$ cat config.mk
export PLATFORM = sky130hd
export DESIGN_NAME = cpu_cache_controller_flat
export DESIGN_NICKNAME = d
export VERILOG_FILES = /design/src/rtl/cpu_cache_controller_if.sv /design/src/rtl/cpu_cache_controller.sv /design/src/flat_wrapper.sv
export SDC_FILE = /design/constraint.sdc
export NUM_CORES = 1
export LEC_CHECK = 0
export CORE_MARGIN = 1.5
export CORE_UTILIZATION = 32
export DETAILED_ROUTE_END_ITERATION = 7
export MAX_ROUTING_LAYER = met4
export PLACE_DENSITY = 0.81
export SYNTH_ARGS = -nofsm -noshare
export SYNTH_HDL_FRONTEND = slang
export SYNTH_SLANG_ARGS = --single-unit
export TNS_END_PERCENT = 20
$ cat constraint.sdc
create_clock -name clock -period 2.15 [get_ports clock]
set_input_delay 0.43 -clock clock [delete_from_list [all_inputs] [get_ports clock]]
set_output_delay 0.43 -clock clock [all_outputs]
set_load 0.01 [all_outputs]
$ cat src/rtl/cpu_cache_controller_if.sv
// Shared-bus side of the CPU cache controller: arbitration, word transfers and acknowledge.
// The controller is the master; the bus/arbiter side is the slave.
interface cpu_cache_controller_if #(
   parameter int ADDRESS_WIDTH = 14,
   parameter int DATA_WIDTH    = 16
);
   logic                     bus_request;
   logic                     bus_grant;
   logic [ADDRESS_WIDTH-1:0] bus_address;
   logic                     bus_read;
   logic                     bus_read_exclusive;
   logic                     bus_invalidate;
   logic                     bus_writeback;
   logic [DATA_WIDTH-1:0]    bus_data_out;
   logic [DATA_WIDTH-1:0]    bus_data_in;
   logic                     bus_ack;

   modport master (
      output bus_request,
      output bus_address,
      output bus_read,
      output bus_read_exclusive,
      output bus_invalidate,
      output bus_writeback,
      output bus_data_out,
      input  bus_grant,
      input  bus_data_in,
      input  bus_ack
   );

   modport slave (
      input  bus_request,
      input  bus_address,
      input  bus_read,
      input  bus_read_exclusive,
      input  bus_invalidate,
      input  bus_writeback,
      input  bus_data_out,
      output bus_grant,
      output bus_data_in,
      output bus_ack
   );
endinterface

$ cat src/rtl/cpu_cache_controller.sv
// CPU-side MSI controller for a direct-mapped snoopy cache: serves hits with zero wait states,
// and on a miss or write upgrade arbitrates for the bus, writes back a dirty victim and refills.
module cpu_cache_controller #(
   parameter int TAG_WIDTH     = 8,
   parameter int INDEX_WIDTH   = 4,
   parameter int OFFSET_WIDTH  = 2,
   parameter int DATA_WIDTH    = 16,
   parameter int ADDRESS_WIDTH = TAG_WIDTH + INDEX_WIDTH + OFFSET_WIDTH
) (
   input  logic                     clock,
   input  logic                     reset,
   input  logic [ADDRESS_WIDTH-1:0] cpu_address,
   input  logic                     cpu_read,
   input  logic                     cpu_write,
   input  logic [DATA_WIDTH-1:0]    cpu_data_in,
   output logic [DATA_WIDTH-1:0]    cpu_data_out,
   output logic                     cpu_complete,
   output logic [INDEX_WIDTH-1:0]   array_index,
   output logic [OFFSET_WIDTH-1:0]  array_offset,
   output logic [TAG_WIDTH-1:0]     array_tag,
   input  logic [TAG_WIDTH-1:0]     array_tag_read,
   input  logic [1:0]               array_state_read,
   input  logic                     array_hit,
   input  logic [DATA_WIDTH-1:0]    array_data_read,
   output logic                     array_write_tag,
   output logic                     array_write_state,
   output logic [1:0]               array_state,
   output logic                     array_write_data,
   output logic [DATA_WIDTH-1:0]    array_data,
   cpu_cache_controller_if.master   bus
);

   localparam logic [1:0] MSI_INVALID  = 2'b00;
   localparam logic [1:0] MSI_SHARED   = 2'b01;
   localparam logic [1:0] MSI_MODIFIED = 2'b10;

   localparam logic [OFFSET_WIDTH-1:0] WORD_ZERO = {OFFSET_WIDTH{1'b0}};
   localparam logic [OFFSET_WIDTH-1:0] WORD_ONE  = OFFSET_WIDTH'(1);
   localparam logic [OFFSET_WIDTH-1:0] WORD_LAST = {OFFSET_WIDTH{1'b1}};

   typedef enum logic [2:0] {
      IDLE      = 3'd0,
      ARBITRATE = 3'd1,
      UPGRADE   = 3'd2,
      WRITEBACK = 3'd3,
      FILL      = 3'd4
   } state_t;

   state_t                  state_q, state_d;
   logic [OFFSET_WIDTH-1:0] counter_q, counter_d;
   logic [TAG_WIDTH-1:0]    req_tag_q, req_tag_d;
   logic [INDEX_WIDTH-1:0]  req_index_q, req_index_d;
   logic                    req_write_q, req_write_d;
   logic                    upgrade_q, upgrade_d;

   logic [TAG_WIDTH-1:0]     cpu_tag_s;
   logic [INDEX_WIDTH-1:0]   cpu_index_s;
   logic [OFFSET_WIDTH-1:0]  cpu_offset_s;

   logic [DATA_WIDTH-1:0]    cpu_data_out_s;
   logic                     cpu_complete_s;
   logic                     array_write_tag_s;
   logic                     array_write_state_s;
   logic [1:0]               array_state_s;
   logic                     array_write_data_s;
   logic [DATA_WIDTH-1:0]    array_data_s;
   logic                     bus_request_s;
   logic [ADDRESS_WIDTH-1:0] bus_address_s;
   logic                     bus_read_s;
   logic                     bus_read_exclusive_s;
   logic                     bus_invalidate_s;
   logic                     bus_writeback_s;
   logic [DATA_WIDTH-1:0]    bus_data_out_s;

   assign cpu_tag_s    = cpu_address[ADDRESS_WIDTH-1 -: TAG_WIDTH];
   assign cpu_index_s  = cpu_address[OFFSET_WIDTH +: INDEX_WIDTH];
   assign cpu_offset_s = cpu_address[OFFSET_WIDTH-1:0];

   // State, word counter and latched request registers
   always_ff @(posedge clock) begin
      if (reset) begin
         state_q     <= IDLE;
         counter_q   <= WORD_ZERO;
         req_tag_q   <= {TAG_WIDTH{1'b0}};
         req_index_q <= {INDEX_WIDTH{1'b0}};
         req_write_q <= 1'b0;
         upgrade_q   <= 1'b0;
      end else begin
         state_q     <= state_d;
         counter_q   <= counter_d;
         req_tag_q   <= req_tag_d;
         req_index_q <= req_index_d;
         req_write_q <= req_write_d;
         upgrade_q   <= upgrade_d;
      end
   end

   // Next-state logic and raw array/bus/CPU controls
   always_comb begin
      state_d              = state_q;
      counter_d            = counter_q;
      req_tag_d            = req_tag_q;
      req_index_d          = req_index_q;
      req_write_d          = req_write_q;
      upgrade_d            = upgrade_q;
      array_index          = req_index_q;
      array_tag            = req_tag_q;
      array_offset         = counter_q;
      cpu_data_out_s       = {DATA_WIDTH{1'b0}};
      cpu_complete_s       = 1'b0;
      array_write_tag_s    = 1'b0;
      array_write_state_s  = 1'b0;
      array_state_s        = MSI_INVALID;
      array_write_data_s   = 1'b0;
      array_data_s         = {DATA_WIDTH{1'b0}};
      bus_request_s        = 1'b0;
      bus_address_s        = {req_tag_q, req_index_q, counter_q};
      bus_read_s           = 1'b0;
      bus_read_exclusive_s = 1'b0;
      bus_invalidate_s     = 1'b0;
      bus_writeback_s      = 1'b0;
      bus_data_out_s       = {DATA_WIDTH{1'b0}};

      case (state_q)
         IDLE: begin
            array_index  = cpu_index_s;
            array_tag    = cpu_tag_s;
            array_offset = cpu_offset_s;
            counter_d    = WORD_ZERO;
            if (cpu_read && array_hit) begin
               cpu_complete_s = 1'b1;
               cpu_data_out_s = array_data_read;
            end else if (cpu_write && !cpu_read && array_hit && (array_state_read == MSI_MODIFIED)) begin
               array_write_data_s = 1'b1;
               array_data_s       = cpu_data_in;
               cpu_complete_s     = 1'b1;
            end else if (cpu_read || cpu_write) begin
               // Miss, or a write to a SHARED line that must first upgrade to MODIFIED
               req_tag_d   = cpu_tag_s;
               req_index_d = cpu_index_s;
               req_write_d = !cpu_read;
               upgrade_d   = !cpu_read && array_hit && (array_state_read == MSI_SHARED);
               state_d     = ARBITRATE;
            end else begin
               state_d = IDLE;
            end
         end

         ARBITRATE: begin
            bus_request_s = 1'b1;
            counter_d     = WORD_ZERO;
            if (!bus.bus_grant) begin
               state_d = ARBITRATE;
            end else if (upgrade_q) begin
               state_d = UPGRADE;
            end else if (array_state_read == MSI_MODIFIED) begin
               state_d = WRITEBACK;
            end else begin
               state_d = FILL;
            end
         end

         UPGRADE: begin
            bus_request_s    = 1'b1;
            bus_invalidate_s = 1'b1;
            bus_address_s    = {req_tag_q, req_index_q, WORD_ZERO};
            if (bus.bus_ack) begin
               // A line snooped away meanwhile is left invalid so IDLE sees a plain miss
               array_write_state_s = array_hit;
               array_state_s       = MSI_MODIFIED;
               upgrade_d           = 1'b0;
               state_d             = IDLE;
            end else begin
               state_d = UPGRADE;
            end
         end

         WRITEBACK: begin
            bus_request_s   = 1'b1;
            bus_writeback_s = 1'b1;
            bus_address_s   = {array_tag_read, req_index_q, counter_q};
            bus_data_out_s  = array_data_read;
            if (bus.bus_ack) begin
               counter_d = counter_q + WORD_ONE;
               state_d   = (counter_q == WORD_LAST) ? FILL : WRITEBACK;
            end else begin
               state_d = WRITEBACK;
            end
         end

         FILL: begin
            bus_request_s        = 1'b1;
            bus_read_s           = !req_write_q;
            bus_read_exclusive_s = req_write_q;
            if (bus.bus_ack) begin
               array_write_data_s = 1'b1;
               array_data_s       = bus.bus_data_in;
               counter_d          = counter_q + WORD_ONE;
               if (counter_q == WORD_LAST) begin
                  array_write_tag_s   = 1'b1;
                  array_write_state_s = 1'b1;
                  array_state_s       = req_write_q ? MSI_MODIFIED : MSI_SHARED;
                  state_d             = IDLE;
               end else begin
                  state_d = FILL;
               end
            end else begin
               state_d = FILL;
            end
         end

         default: begin
            state_d   = IDLE;
            counter_d = WORD_ZERO;
         end
      endcase
   end

   // Reset forces every strobe, bus control and data output low
   always_comb begin
      if (reset) begin
         cpu_data_out           = {DATA_WIDTH{1'b0}};
         cpu_complete           = 1'b0;
         array_write_tag        = 1'b0;
         array_write_state      = 1'b0;
         array_state            = MSI_INVALID;
         array_write_data       = 1'b0;
         array_data             = {DATA_WIDTH{1'b0}};
         bus.bus_request        = 1'b0;
         bus.bus_address        = {ADDRESS_WIDTH{1'b0}};
         bus.bus_read           = 1'b0;
         bus.bus_read_exclusive = 1'b0;
         bus.bus_invalidate     = 1'b0;
         bus.bus_writeback      = 1'b0;
         bus.bus_data_out       = {DATA_WIDTH{1'b0}};
      end else begin
         cpu_data_out           = cpu_data_out_s;
         cpu_complete           = cpu_complete_s;
         array_write_tag        = array_write_tag_s;
         array_write_state      = array_write_state_s;
         array_state            = array_state_s;
         array_write_data       = array_write_data_s;
         array_data             = array_data_s;
         bus.bus_request        = bus_request_s;
         bus.bus_address        = bus_address_s;
         bus.bus_read           = bus_read_s;
         bus.bus_read_exclusive = bus_read_exclusive_s;
         bus.bus_invalidate     = bus_invalidate_s;
         bus.bus_writeback      = bus_writeback_s;
         bus.bus_data_out       = bus_data_out_s;
      end
   end

endmodule

$ cat src/flat_wrapper.sv
// flat-port wrapper written by rule: the top's interface ports become plain ports
module cpu_cache_controller_flat 
#(
   parameter int TAG_WIDTH     = 8,
   parameter int INDEX_WIDTH   = 4,
   parameter int OFFSET_WIDTH  = 2,
   parameter int DATA_WIDTH    = 16,
   parameter int ADDRESS_WIDTH = TAG_WIDTH + INDEX_WIDTH + OFFSET_WIDTH
)
  (clock, reset, cpu_address, cpu_read, cpu_write, cpu_data_in, cpu_data_out, cpu_complete, array_index, array_offset, array_tag, array_tag_read, array_state_read, array_hit, array_data_read, array_write_tag, array_write_state, array_state, array_write_data, array_data, bus_bus_request, bus_bus_address, bus_bus_read, bus_bus_read_exclusive, bus_bus_invalidate, bus_bus_writeback, bus_bus_data_out, bus_bus_grant, bus_bus_data_in, bus_bus_ack);
  cpu_cache_controller_if #(.ADDRESS_WIDTH(ADDRESS_WIDTH), .DATA_WIDTH(DATA_WIDTH)) bus_i ();
  input  logic clock;
  input  logic reset;
  input  logic [ADDRESS_WIDTH-1:0] cpu_address;
  input  logic cpu_read;
  input  logic cpu_write;
  input  logic [DATA_WIDTH-1:0] cpu_data_in;
  output logic [DATA_WIDTH-1:0] cpu_data_out;
  output logic cpu_complete;
  output logic [INDEX_WIDTH-1:0] array_index;
  output logic [OFFSET_WIDTH-1:0] array_offset;
  output logic [TAG_WIDTH-1:0] array_tag;
  input  logic [TAG_WIDTH-1:0] array_tag_read;
  input  logic [1:0] array_state_read;
  input  logic array_hit;
  input  logic [DATA_WIDTH-1:0] array_data_read;
  output logic array_write_tag;
  output logic array_write_state;
  output logic [1:0] array_state;
  output logic array_write_data;
  output logic [DATA_WIDTH-1:0] array_data;
  output wire logic [$bits(bus_i.bus_request)-1:0] bus_bus_request;
  output wire logic [$bits(bus_i.bus_address)-1:0] bus_bus_address;
  output wire logic [$bits(bus_i.bus_read)-1:0] bus_bus_read;
  output wire logic [$bits(bus_i.bus_read_exclusive)-1:0] bus_bus_read_exclusive;
  output wire logic [$bits(bus_i.bus_invalidate)-1:0] bus_bus_invalidate;
  output wire logic [$bits(bus_i.bus_writeback)-1:0] bus_bus_writeback;
  output wire logic [$bits(bus_i.bus_data_out)-1:0] bus_bus_data_out;
  input wire logic [$bits(bus_i.bus_grant)-1:0] bus_bus_grant;
  input wire logic [$bits(bus_i.bus_data_in)-1:0] bus_bus_data_in;
  input wire logic [$bits(bus_i.bus_ack)-1:0] bus_bus_ack;
  assign bus_bus_request = bus_i.bus_request;
  assign bus_bus_address = bus_i.bus_address;
  assign bus_bus_read = bus_i.bus_read;
  assign bus_bus_read_exclusive = bus_i.bus_read_exclusive;
  assign bus_bus_invalidate = bus_i.bus_invalidate;
  assign bus_bus_writeback = bus_i.bus_writeback;
  assign bus_bus_data_out = bus_i.bus_data_out;
  assign bus_i.bus_grant = bus_bus_grant;
  assign bus_i.bus_data_in = bus_bus_data_in;
  assign bus_i.bus_ack = bus_bus_ack;
  cpu_cache_controller #(.TAG_WIDTH(TAG_WIDTH), .INDEX_WIDTH(INDEX_WIDTH), .OFFSET_WIDTH(OFFSET_WIDTH), .DATA_WIDTH(DATA_WIDTH), .ADDRESS_WIDTH(ADDRESS_WIDTH)) u_core (.clock(clock), .reset(reset), .cpu_address(cpu_address), .cpu_read(cpu_read), .cpu_write(cpu_write), .cpu_data_in(cpu_data_in), .cpu_data_out(cpu_data_out), .cpu_complete(cpu_complete), .array_index(array_index), .array_offset(array_offset), .array_tag(array_tag), .array_tag_read(array_tag_read), .array_state_read(array_state_read), .array_hit(array_hit), .array_data_read(array_data_read), .array_write_tag(array_write_tag), .array_write_state(array_write_state), .array_state(array_state), .array_write_data(array_write_data), .array_data(array_data), .bus(bus_i));
endmodule
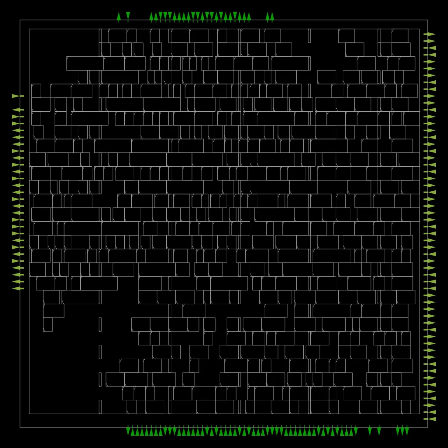
**Above:** run 1 (cell placement).
Core Rows: 28
number of fill cells: 526
registers: 19

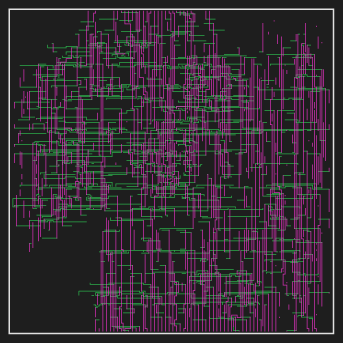
**Above:** run 1 (routed metal, one colour a layer).
Scale: 4 px per µm. Only two layers are drawn.
- magenta: M2 (wire length 4550 µm)
- green: M1 (wire length 2990 µm)
wire per inst: 15.7 µm
Total GRT Usage: 25.5%
vias: 2788
DRT Wirelength: 8400 µm

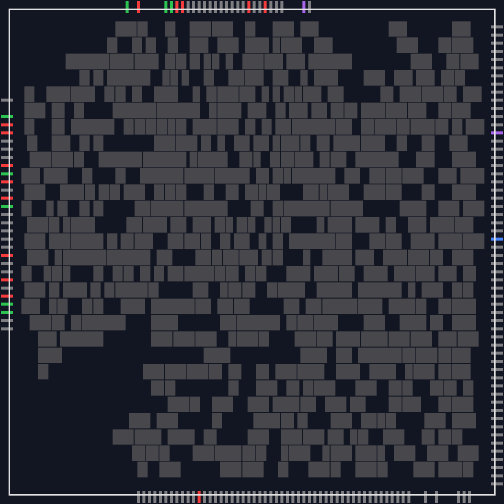
**Above:** run 1 (I/O pins on the die edge).
Scale: 6 px per µm. Pins as bars across the die edge, other pins in grey.
- blue: bus_bus_read (pins 1; direction output; edge right)
- green: array_tag (pins 8; direction output; edge 5 left, 3 top)
- red: cpu_address (pins 14; direction input; edge 8 left, 5 top, 1 bottom)
- purple: array_state (pins 2; direction output; edge 1 right, 1 top)
Die W: 80.7 µm
I/O Buffers: 165
die height: 80.7 µm

==> flow_summary.yaml, run 1 <==
# synthesis and place-and-route metrics
timing:
  min_period_ps: 2320
  rsz0062_at_grt: "yes"
  relSlewSlack_pct: 78.6
  fmax_ghz: 0.431
  skew_ps: 0.913
  whs_ps: 499
  finalMaxSlewViolations: 0
  fin_crit_sh_pct: 108
  tightest_slew_ps: 319
  hold_viol: 0
  setup_viol: 49
  fin_ws_ps: -172
synthesis:
  top_cell: "and2_1"
  async_reset_ff_share_pct: 0
  synth-seq-cells: 19
  netlist_area_um2: 1930
  enable_flop_cells: 0
  ys_cells: 268
  synth_cells: 268
  ys_seq_share_pct: 19.7
  fp_nets: 348
  synthTopCellsByCount: "and2_1 (32), a21oi_1 (29), nand2_1 (22)"
  yosysTopAreaCellShare_pct: 19.7
  yosysTopAreaCell: "dfxtp_1"
  synthFlopType: "dfxtp_1"
  synth_warnings: 0
  ys_area_um2: 1930
  synth_cell_types: 41
  area_leaders: "dfxtp_1 (20%), and2_1 (10%), mux2_2 (8.2%), a21oi_1 (7.5%), a22oi_2 (5.8%)"
  syn_area_per_cell_um2: 7.20
critical_path:
  timing.rr.start: "u_core.state_q[2]"
  worstPathArrival_ps: 1890
  crit_path_start_kind: "flop"
  path_max_fanout: 8
  cp-end-kind: "output pin"
  critPathKind: "reg2out"
  crit_path_start: "u_core.state_q[0]"
  cp.required_ps: 1720
cts:
  h-tree-depth: 1
  clock_path_buffers: 2
  cts_hold_buf: 0
  numCtsBuffers: 3
  cts_tree: "yes"
  insertion_delay_ps: 250
  clock_sinks: 19
  cts_root_buf: "clkbuf_8"
  path_clk_slew_ps: 70
final_layout:
  fin_cells: 536
  final_area_um2: 3910
  drive_gt1_share_pct: 34.7
  fin_util_pct: 66.5
  layout.nets: 542
  antenna_cells: 0
  area_growth_pct: 103
outcome:
  violations: "setup timing"
  status: "finished, violations left"
pwr:
  power_switching_w: 0.000453
  power_leakage_nw: 1.76
  swShare_pct: 33.0
  p_int_w: 0.000919
  pwr-share-comb_pct: 52.1
  clkPwrFrac_pct: 18.6
  pwr-share-seq_pct: 29.3
  peakVddDrop_mv: 0.303
  powerDensity_nw_per_um2: 350
floorplanning:
  die_area_um2: 6510
  io_pins: 166
  core_area_um2: 5890
  fp_util_pct: 32.8
global_routing:
  grt_pass1_vias: 2715
  grt_overflow: 0
  grt_max_degree: 19
  antenna_found_initial: 0
  grt_pass1_wl_um: 12800
placed_design:
  post-place-ws_ps: -835
  placed_area_um2: 3910
  dp_cells: 524
  place_hpwl_um: 6270
  routabilityCongestion: 0.922
min_path:
  hp-class: "reg2reg"
  min_from: "u_core.req_index_q[2]"
routing:
  drt_first_iter_violations: 233
  drc_errors: 0
  antenna_left: 0
  viasPerCell: 5.20
  first_pass_iters: 4
flow_run:
  max_cap_viol_count: 0
  warning_count: 28
## run 1: kinds of logic after synthesis
family                     count (synthesis)  synth area share (%)
adders and majority gates                  1                 0.648
and+or+nand+nor                          133                  39.5
AOI/OAI and AO/OA                         75                  25.3
muxes                                     14                  8.17
xor gates and xnor gates                   1                 0.454
buffers and inverters                     25                  6.29
DFF                                       19                  19.7
## run 1: area by class of cell
cell class | instances | area (µm²)
Multi-Input combinational cell | 224 | 1510
Fill cell | 526 | 1970
Timing Repair Buffer | 210 | 1870
Sequential cell | 19 | 383
Clock buffer | 4 | 45.0
Inverter | 4 | 15.0
Tap cell | 75 | 93.8
## run 1: path summary, 6_finish.rpt
check / to / slack (ps) / cells past startpoint
worst min register to register: u_core.req_index_q[2] / 500 / 2
worst max register to register: u_core.req_tag_q[5] / 390 / 9
worst min-delay path: u_core.req_index_q[2] / 500 / 2
worst max-delay path: cpu_data_out[0] / -170 / 7
## run 1: per-layer routing
layer,track usage (%),up-vias,routed length (µm)
met1,26.5,1311,2990
met3,4.89,8,764
met4,6.03,0,84
li1,-,1335,-
met2,49.2,134,4550
met5,-,-,0
## run 1: flip-flops by register name, summed over array words and instances, names as in the netlist
name                count
u_core.counter_q        2
u_core.req_index_q      4
u_core.req_tag_q        8
u_core.req_write_q      1
u_core.state_q          3
u_core.upgrade_q        1
## run 1: power groups by stage
stage                     combinational [W]  clock [W]  sequential, W
after floorplan                    0.000293          0       0.000401
after global placement             0.000697          0       0.000407
after global routing               0.000765   0.000269       0.000406
after detailed placement           0.000706          0       0.000408
after CTS                          0.000708   0.000259       0.000401
final                              0.000714   0.000255       0.000402
## run 1: worst max-delay path, stage by stage, from the launching register on
cell and delay, ps:
dfxtp_2 320, or4b_4 560, buf_6 140, nor3_4 150
buf_6 130, buf_12 100, and2_1 120, buf_2 120
## run 1: cell usage in the layout, fill, tap and decap left out, types with 12 or more instances in the layout
cell type / instances
clkdlybuf4s50_1: 76
buf_2: 37
a21oi_1: 29
buf_4: 27
and2_1: 23
buf_6: 23
dlygate4sd2_1: 23
nand2_1: 22
o21ai_0: 20
dfxtp_1: 17
nor2_1: 16
nand3_1: 13
a22oi_2: 12
nor2b_1: 12
mux2_2: 12
## run 1: repair_timing
item	CTS	global route
buffers inserted	9	0
cloned	3	0
pin swaps	12	12
gates resized	269	47
setup endpoints to repair	87	81
## run 1: through the flow
stage / total power, W / setup TNS [ps]
after floorplan: 0.000695 / 0
after global placement: 0.00110 / -34200
after detailed placement: 0.00111 / -35220
after CTS: 0.00137 / -8130
after global routing: 0.00144 / -9190
final: 0.00137 / -5490
==> run 2: changes to the inputs <==
--- a/config.mk
+++ b/config.mk
@@ -8,6 +8,7 @@
 export CORE_MARGIN = 1.5
 export CORE_UTILIZATION = 32
 export DETAILED_ROUTE_END_ITERATION = 7
+export GPL_TIMING_DRIVEN = 1
 export MAX_ROUTING_LAYER = met4
 export PLACE_DENSITY = 0.81
 export SYNTH_ARGS = -nofsm -noshare
==> run 2 against run 1 <==
Effect of this change:
- the flow still finishes with violations (setup timing)
- synthesized cell count unchanged
- register-to-register slack barely moved
- area after synthesis unchanged
- global-route usage is the same
- first-iteration DRC count unchanged
- clock power is essentially flat
- via count is the same
- clock-buffer cell count unchanged
==> flow_summary.yaml, run 2 <==
# synthesis and place-and-route metrics
outcome:
  status: "finished, violations left"
  violations: "setup timing"
routing:
  drt_first_iter_violations: 233
  highest_layer: "met4"
  first_pass_iters: 4
  antenna_left: 0
  wire_per_inst_um: 15.7
  drc_errors: 0
  met1_length_um: 2990
  viasPerCell: 5.20
  routed-wl-met3_um: 764
  wl_met2_um: 4550
  vias: 2788
  wirelength_um: 8400
timing:
  fmax_ghz: 0.431
  fin_crit_sh_pct: 108
  skew_ps: 0.913
  min_period_ps: 2320
  rsz0062_at_grt: "yes"
  whs_ps: 499
  hold_viol: 0
  fin_ws_ps: -172
  tightest_slew_ps: 319
  setup_viol: 49
  relSlewSlack_pct: 78.6
  finalMaxSlewViolations: 0
final_layout:
  reg.largest.list: "u_core.req_tag_q (8), u_core.req_index_q (4), u_core.state_q (3)"
  drive_gt1_share_pct: 34.7
  layout.nets: 542
  final_area_um2: 3910
  fin_cells: 536
  layout_top_cells: "clkdlybuf4s50_1 (76), buf_2 (37), a21oi_1 (29)"
  area_growth_pct: 103
  largest_register_ffs: 8
  antenna_cells: 0
  fill_cells: 526
  top_register: "u_core.req_tag_q"
  layout_top_cell: "clkdlybuf4s50_1"
synthesis:
  ys_cells: 268
  aoi_share_pct: 25.3
  top_cell: "and2_1"
  synthTopCellsByCount: "and2_1 (32), a21oi_1 (29), nand2_1 (22)"
  ys_seq_share_pct: 19.7
  yosysTopAreaCell: "dfxtp_1"
  ys_sh_simple_pct: 39.5
  ys_area_um2: 1930
  synth_warnings: 0
  fp_nets: 348
  xor_area_share_pct: 0.454
  yosysTopAreaCellShare_pct: 19.7
  synth-seq-cells: 19
  netlist_area_um2: 1930
  mux_area_share_pct: 8.17
  syn_area_per_cell_um2: 7.20
  synth_cell_types: 41
  synth-adder-area-share_pct: 0.648
  synthFlopType: "dfxtp_1"
  topCombFamilyByArea: "simple AND/OR/NAND/NOR gates"
  synth_cells: 268
  async_reset_ff_share_pct: 0
  enable_flop_cells: 0
  area_leaders: "dfxtp_1 (20%), and2_1 (10%), mux2_2 (8.2%), a21oi_1 (7.5%), a22oi_2 (5.8%)"
cts:
  cts_tree: "yes"
  cts_hold_buf: 0
  path_clk_slew_ps: 70
  clock_path_buffers: 2
  numCtsBuffers: 3
  h-tree-depth: 1
  cts_root_buf: "clkbuf_8"
  insertion_delay_ps: 250
  clock_sinks: 19
critical_path:
  cp.required_ps: 1720
  worstPathArrival_ps: 1890
  path_max_fanout: 8
  critPathKind: "reg2out"
  crit_path_start_kind: "flop"
  cp-end-kind: "output pin"
pwr:
  peakVddDrop_mv: 0.303
  powerDensity_nw_per_um2: 350
  power_leakage_nw: 1.76
global_routing:
  antenna_found_initial: 0
  grt_pass1_vias: 2715
  grt_overflow: 0
  grt_usage_pct: 25.5
  grt_pass1_wl_um: 12800
  grt_max_degree: 19
flow_run:
  max_cap_viol_count: 0
  warning_count: 28
placed_design:
  dp_cells: 524
  port_buffers: 165
  routabilityCongestion: 0.922
  place_hpwl_um: 6270
  placed_area_um2: 3910
floorplanning:
  core_area_um2: 5890
  rows: 28
  io_pins: 166
  die_area_um2: 6510
  fp.dieW_um: 80.7
  fp_util_pct: 32.8
  die_height_um: 80.7
min_path:
  hp-class: "reg2reg"
[run 2: logic make-up after synthesis]
group / Yosys count
simple gates: 133
compound gates: 75
buf+inv: 25
flops: 19
mux: 14
xor+xnor: 1
fa+ha+maj: 1
[run 2: path summary, 6_finish.rpt]
path | from | to | slack [ps] | cells past startpoint
max | u_core.state_q[0] | cpu_data_out[0] | -170 | 7
min | u_core.req_index_q[2] | u_core.req_index_q[2] | 500 | 2
max reg2reg | u_core.state_q[2] | u_core.req_tag_q[5] | 390 | 9
min reg2reg | u_core.req_index_q[2] | u_core.req_index_q[2] | 500 | 2
[run 2: cell type report]
type,count,area [µm²],share of cell area (%)
repair buffers,210,1870,47.8
clock buffers,4,45.0,1.15
flip-flops and latches,19,383,9.79
well taps,75,93.8,2.40
inverters,4,15.0,0.384
multi-input cells,224,1510,38.5
[run 2: power by group]
group	internal, W	leakage (nW)	switching, W
clock network	0.000132	0.0228	0.000123
logic	0.000407	1.58	0.000308
registers	0.000380	0.156	0.0000221
[run 2: through the flow]
stage / worst slack (ps) / power [W] / util [%] / setup TNS, ps
final: -172 / 0.00137 / 66.5 / -5490
after global routing: -245 / 0.00144 / 66.5 / -9190
after CTS: -269 / 0.00137 / 67.2 / -8130
after detailed placement: -835 / 0.00111 / 66.4 / -35220
after global placement: -812 / 0.00110 / 66.4 / -34200
after floorplan: 47.5 / 0.000695 / - / 0
[run 2: routing by layer]
metal / vias to the layer above / track usage (%)
met5: - / -
met4: 0 / 6.03
met3: 8 / 4.89
met2: 134 / 49.2
met1: 1311 / 26.5
li1: 1335 / -
[run 2: critical path, cell delays in order (launching register included)]
cell and delay [ps]:
dfxtp_2 320, or4b_4 560, buf_6 140, nor3_4 150, buf_6 130, buf_12 100
and2_1 120, buf_2 120
[run 2: repair_timing]
| action | CTS | global route |
|---|---|---|
| buffers inserted | 9 | 0 |
| setup endpoints to repair | 87 | 81 |
| pin swaps | 12 | 12 |
| resized | 269 | 47 |
| gates cloned | 3 | 0 |
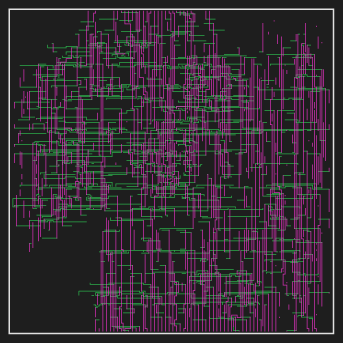
**Above:** run 2 (routed metal, one colour a layer).
Scale: 4 px per µm. Only two layers are drawn.

Power figures rest on the tool's default switching activity, not on a simulated workload.
